**src/rtl/rough_estimate.sv**
```systemverilog
// -----------------------------------------------------------------------------
// rough_estimate
//   Registered initial-guess stage for the single-precision square-root
//   datapath. The operand is classified as NaN, +/-inf, +/-0, negative,
//   denormal or normal. A coarse root is formed by halving the unbiased
//   exponent and shifting the fraction right by one. The result seeds the
//   Newton refinement stages that follow this block.
//
// Ports
//   clk           rising-edge clock
//   rst           synchronous, active-high reset; clears all outputs
//   in_sign       operand sign
//   in_exponent   operand biased exponent (8 bits)
//   in_mantissa   operand fraction, hidden bit not included (23 bits)
//   out_sign      estimate sign
//   out_exponent  estimate biased exponent
//   out_mantissa  estimate fraction
//   incorrect     operand has no real root (NaN or negative nonzero)
//
// Configuration
//   ROUGH_ESTIMATE_DENORM_EN  when defined, positive denormals are normalized
//                             before the estimate is formed. Otherwise they
//                             flush to +0.
// -----------------------------------------------------------------------------
module rough_estimate (
  input  logic        clk,
  input  logic        rst,
  input  logic        in_sign,
  input  logic [7:0]  in_exponent,
  input  logic [22:0] in_mantissa,
  output logic        out_sign,
  output logic [7:0]  out_exponent,
  output logic [22:0] out_mantissa,
  output logic        incorrect
);

  localparam logic [30:0] QNAN_BITS = 31'h7FC00000;
  localparam logic [30:0] PINF_BITS = 31'h7F800000;

  // Estimate rule applied to an unbiased exponent e and a fraction f. The
  // value of e lies in [-149,127], so 9 signed bits are enough. The field
  // e[8:1] is the floor half of e. The rebias is done modulo 256, which is
  // safe because the result always falls in [1,190]. The low bit of e
  // selects whether the implicit 0.5 is folded into the fraction.
  function automatic logic [30:0] estimate(input logic signed [8:0] e,
                                           input logic [22:0]       f);
    logic [7:0] half_exp;
    half_exp = e[8:1] + 8'd127;
    estimate = {half_exp, e[0], f[22:1]};
  endfunction

`ifdef ROUGH_ESTIMATE_DENORM_EN
  // Position of the leading one. The caller guarantees that m is nonzero.
  function automatic logic [4:0] lead_pos(input logic [22:0] m);
    lead_pos = 5'd0;
    for (int i = 0; i < 23; i++) begin
      if (m[i]) lead_pos = 5'(i);
    end
  endfunction

  logic [4:0]        den_pos;
  logic [4:0]        den_shift;
  logic signed [8:0] den_e;
  logic [22:0]       den_f;

  always_comb begin
    den_pos   = lead_pos(in_mantissa);
    den_shift = 5'd23 - den_pos;
    den_e     = $signed({4'b0000, den_pos}) - 9'sd149;
    // Shifting by (23 - p) pushes the leading one out of the field, so the
    // leading one becomes the hidden bit.
    den_f     = in_mantissa << den_shift;
  end
`endif

  logic signed [8:0] norm_e;
  logic              exp_all_ones;
  logic              exp_zero;
  logic              mant_zero;

  logic        out_sign_d,     out_sign_q;
  logic [7:0]  out_exponent_d, out_exponent_q;
  logic [22:0] out_mantissa_d, out_mantissa_q;
  logic        incorrect_d,    incorrect_q;

  always_comb begin
    logic [30:0] mag;
    norm_e       = $signed({1'b0, in_exponent}) - 9'sd127;
    exp_all_ones = (in_exponent == 8'hFF);
    exp_zero     = (in_exponent == 8'h00);
    mant_zero    = (in_mantissa == 23'd0);

    out_sign_d  = 1'b0;
    mag         = 31'd0;
    incorrect_d = 1'b0;

    // The checks are in priority order.
    if (exp_all_ones && !mant_zero) begin
      mag         = QNAN_BITS;
      incorrect_d = 1'b1;
    end else if (exp_all_ones && in_sign) begin
      mag         = QNAN_BITS;
      incorrect_d = 1'b1;
    end else if (exp_all_ones) begin
      mag         = PINF_BITS;
    end else if (exp_zero && mant_zero) begin
      // The sign is kept so that sqrt(-0) = -0.
      out_sign_d  = in_sign;
    end else if (in_sign) begin
      mag         = QNAN_BITS;
      incorrect_d = 1'b1;
    end else if (exp_zero) begin
`ifdef ROUGH_ESTIMATE_DENORM_EN
      mag         = estimate(den_e, den_f);
`else
      mag         = 31'd0;
`endif
    end else begin
      mag         = estimate(norm_e, in_mantissa);
    end

    out_exponent_d = mag[30:23];
    out_mantissa_d = mag[22:0];
  end

  // Register stage. Reset clears both the data and the flag.
  always_ff @(posedge clk) begin
    if (rst) begin
      out_sign_q     <= 1'b0;
      out_exponent_q <= 8'd0;
      out_mantissa_q <= 23'd0;
      incorrect_q    <= 1'b0;
    end else begin
      out_sign_q     <= out_sign_d;
      out_exponent_q <= out_exponent_d;
      out_mantissa_q <= out_mantissa_d;
      incorrect_q    <= incorrect_d;
    end
  end

  assign out_sign     = out_sign_q;
  assign out_exponent = out_exponent_q;
  assign out_mantissa = out_mantissa_q;
  assign incorrect    = incorrect_q;

endmodule

```
**config.mk**
```make
export PLATFORM = sky130hd
export DESIGN_NAME = rough_estimate
export DESIGN_NICKNAME = d
export VERILOG_FILES = /design/src/rtl/rough_estimate.sv
export SDC_FILE = /design/constraint.sdc
export NUM_CORES = 1
export LEC_CHECK = 0
export CAP_MARGIN = 40
export CORE_UTILIZATION = 36
export DETAILED_ROUTE_END_ITERATION = 6
export GPL_ROUTABILITY_DRIVEN = 0
export PLACE_DENSITY = 0.74
export SLEW_MARGIN = 20
export SYNTH_ARGS = -nofsm -noshare
export SYNTH_HDL_FRONTEND = slang
export SYNTH_SLANG_ARGS = --single-unit
export TNS_END_PERCENT = 20
```
**constraint.sdc**
```tcl
create_clock -name clk -period 1.85 [get_ports clk]
set_input_delay 0.4625 -clock clk [delete_from_list [all_inputs] [get_ports clk]]
set_output_delay 0.4625 -clock clk [all_outputs]
set_load 0.01 [all_outputs]
```
==> images/gate_families.png <==
The bar under the picture is 20 um long.
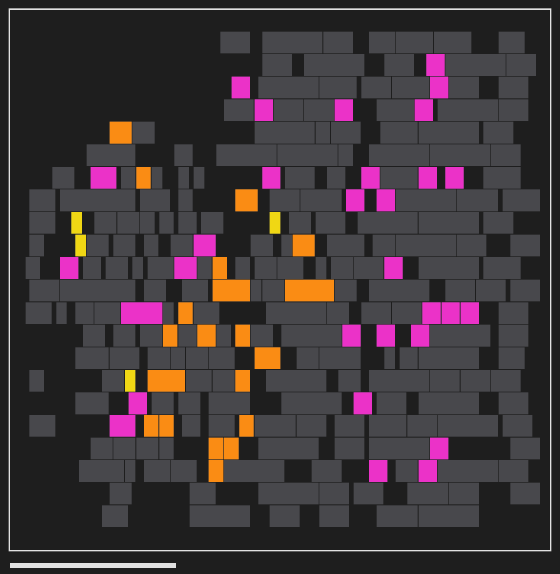
inverters -> yellow  # cells 4, most used inv_1, where middle left
inverting AOI/OAI gates -> orange  # cells 20, most used o21ai_1
AND and OR gates -> magenta  # cells 30, most used and2_1
Comb/total area: 30.2%
fin cells: 299
most numerous logic cell after layout: clkdlybuf4s50_1

==> images/cell_classes.png <==
The bar under the picture is 20 um long.
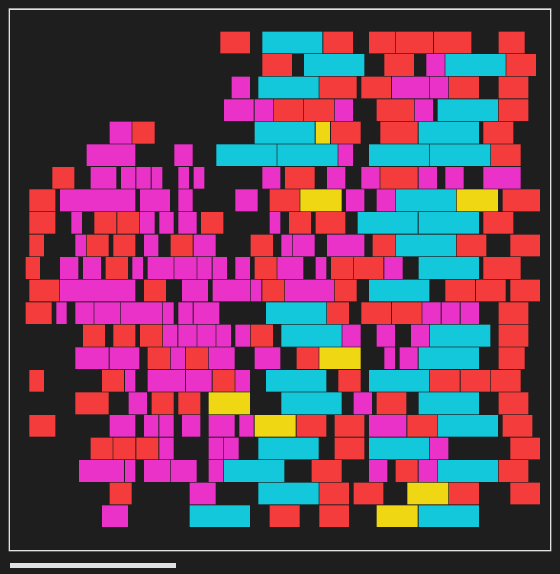
flops -> cyan  # cells 33
all other logic -> magenta  # cells 108
other buffers and delay cells -> red  # cells 102
clock drivers and dummy loads -> yellow  # cells 8

==> images/pdn.png <==
Pins as bars on the die edge. Tap cells in gray.
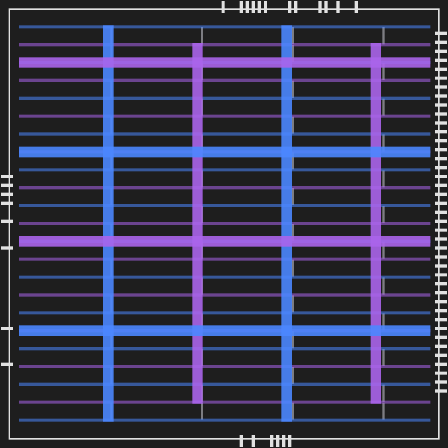
VSS -> blue
VDD -> purple
rows = 22
met5 straps = 4
Peak VDD IR: 0.334 mV
core footprint: 0.00374 mm^2
Die Y: 65.1 um
die width: 65.1 um

==> GITHUB_STEP_SUMMARY <==
### Metrics collected by this job

| Metric | Value |
|---|---|
| Die Area | `0.00424 mm^2` |
| Comb pwr share | `22.0%` |
| TritonCTS clock tree | `done` |
| Slew margin rel. | `about 75%` |
| Chip Area, Yosys | `0.00143 mm^2` |
| CP max stage delay | `440 ps` |
| Post-route clock period utilization | `97.2%` |
| GRT Util Overall | `18.7%` |
| CLK BUF | `7` |
| Comb area | `766 um^2` |
| Setup violations, final | `0` |
| Fin. Hold Viols | `0` |
| Post-CTS Setup Inserts | `3` |
| Critical path class | `in -> reg` |
| Worst hold path type | `in -> reg` |
| FP Rows | `22` |
| Cell-internal power | `between 0.001 and 0.0015 W` |
| Adder share | `under 10%` |
| Number of buffers created by CTS | `5` |
| Ys cells | `149` |
| Vias in the first global route | `1364` |
| Hold Crit Start | `in_mantissa[1]` |
| Starting Density | `38.3%` |
| Crit-path cells | `clkdlybuf4s50_1, nor3_2, nand4_1, o311ai_2, o21a_2, o21ai_1` |
| DRT antenna net count | `0` |
| P_comb | `approximately 0.00038 W` |
| Status | `finished, final reports clean` |
| Worst-Margin Slew | `366 ps` |
| Post-synth seq share | `46.1%` |
| CP top delay family | `AND-OR/OR-AND gates` |
| Layout cell share with drive strength beyond 1 | `between 20 and 30%` |
| Max Buffers Root-to-Sink | `2` |
| Non-CTS buffers | `102` |
| Tally of yosys warning messages | `0` |
| Top cells excl fill/tap | `48 x clkdlybuf4s50_1, 35 x buf_4, 33 x dfxtp_1` |
| Seq/total area | `roughly a quarter` |
| Critical Path Start Type | `input pin` |
| Switching share of power | `23.5%` |
| Initial antenna violation count | `0` |
| Hold path depth | `2` |
| Cell area power density | `676 mW/mm^2` |
| Clock-cell share | `4.00%` |
| Crit path capture type | `flop` |
| Worst Hold Slack | `440 ps` |
| Pins Over Slew Limit | `0` |
| NonClk Buf Share | `36.7%` |
| ANT cells | `0` |
| Final HPWL DP | `3.00 mm` |
| Mapped Area | `0.00143 mm^2` |
| Max Clk Rate | `556 MHz` |
| Utilization after layout | `67.7%` |
| Sequential Power Share | `44.5%` |
| Reg clk slew, reported paths | `60 ps` |
| Largest net degree at the start of global routing | `19` |
| Critical Path Start | `in_mantissa[19]` |
| # fillers | `304` |
| CP Max Fanout | `8` |
| Dominant class by area | `buffers` |
| Area fraction in mux cells | `0%` |
| Worst EP required | `2010 ps` |
| Tapcell Cnt | `48` |
| Number of logic gates | `104` |
| P_seq | `0.000762 W` |
| Mean Syn Cell Area | `9.62 um^2` |
| CTS Root Cell | `clkbuf_8` |
| Leak Pwr | `1.09 nW` |
| GRT overflow | `0` |
| H-tree Lvls | `2` |
| Top power group | `registers` |
| Critical Path Sink | `out_exponent[4]` |
| CP arrival | `1960 ps` |
| Net count, final | `287` |
| Log Warnings | `30` |
| Drt via density | `approximately 4.7` |
| I/O Pins | `around 67` |
| 1st-iter DRT viols | `57` |
| Minimum clock period | `1800 ps` |
| Sw power | `just over 0.0004 W` |
| First-pass iteration count of the detailed router | `4` |
| Clock network fraction of total power | `33.5%` |
| Top logic family | `simple AND/OR/NAND/NOR gates` |
| Synthesized flop and latch total | `33` |
| Xor/xnor share of the synthesized area | `6.72%` |
| RSZ-0062 raised after global routing | `yes` |
synthesized netlist by cell type:
cell,n,area share [%]
nor4_1,7,3.1
nor2_1,5,1.3
a22oi_2,1,0.87
o21ai_2,1,0.61
and3b_1,1,0.61
nand4_1,3,1.3
nand3_1,6,2.1
o21bai_1,1,0.52
dfxtp_1,33,46
xnor2_1,9,5.5
a21boi_0,1,0.52
nand2_1,7,1.8
o21ai_1,1,0.35
and3_1,2,0.87
inv_1,4,1.0
and2b_2,1,0.61
buf_2,1,0.35
xor2_1,2,1.2
ha_1,3,2.6
o21ai_0,10,3.5
o311ai_1,1,0.61
a211o_1,1,0.61
a31oi_1,1,0.44
buf_6,4,3.1
nor2b_1,1,0.44
nand3_2,1,0.70
clkbuf_1,2,0.52
or3_1,1,0.44
and2_1,22,9.6
a311o_1,1,0.70
nor2_4,1,0.79
and3_2,2,1.0
nor3_1,6,2.1
or4b_4,1,0.96
o31ai_1,2,1.0
a21oi_1,1,0.35
buf_8,1,1.0
o21a_2,1,0.61
per-layer routing:
| layer | wire length, um | GRT usage (%) | vias up | part of all wire, % |
|---|---|---|---|---|
| met3 | 250 | 4.34 | 10 | 6.4 |
| met1 | 1630 | 19.8 | 620 | 42 |
| li1 | - | - | 718 | - |
| met2 | 1920 | 34.5 | 64 | 49 |
| met4 | 94 | 8.70 | 0 | 2.4 |
| met5 | 0 | 0 | - | 0 |
stage by stage:
step                      TNS, ps  instances  instance area [um^2]  worst slack (ps)
after global placement     -21480        286                  2320              -762
final                           0        299                  2530              51.8
after detailed placement   -14020        287                  2330              -703
after CTS                   -4.84        298                  2490             -2.76
after floorplan             -97.9        149                  1440             -97.9
after global routing         -209        299                  2530             -35.8
registers in the layout (all words and copies together), names as in the netlist:
register	count
out_mantissa	23
incorrect	1
out_sign	1
out_exponent	8
Power and IR drop assume default switching activity.
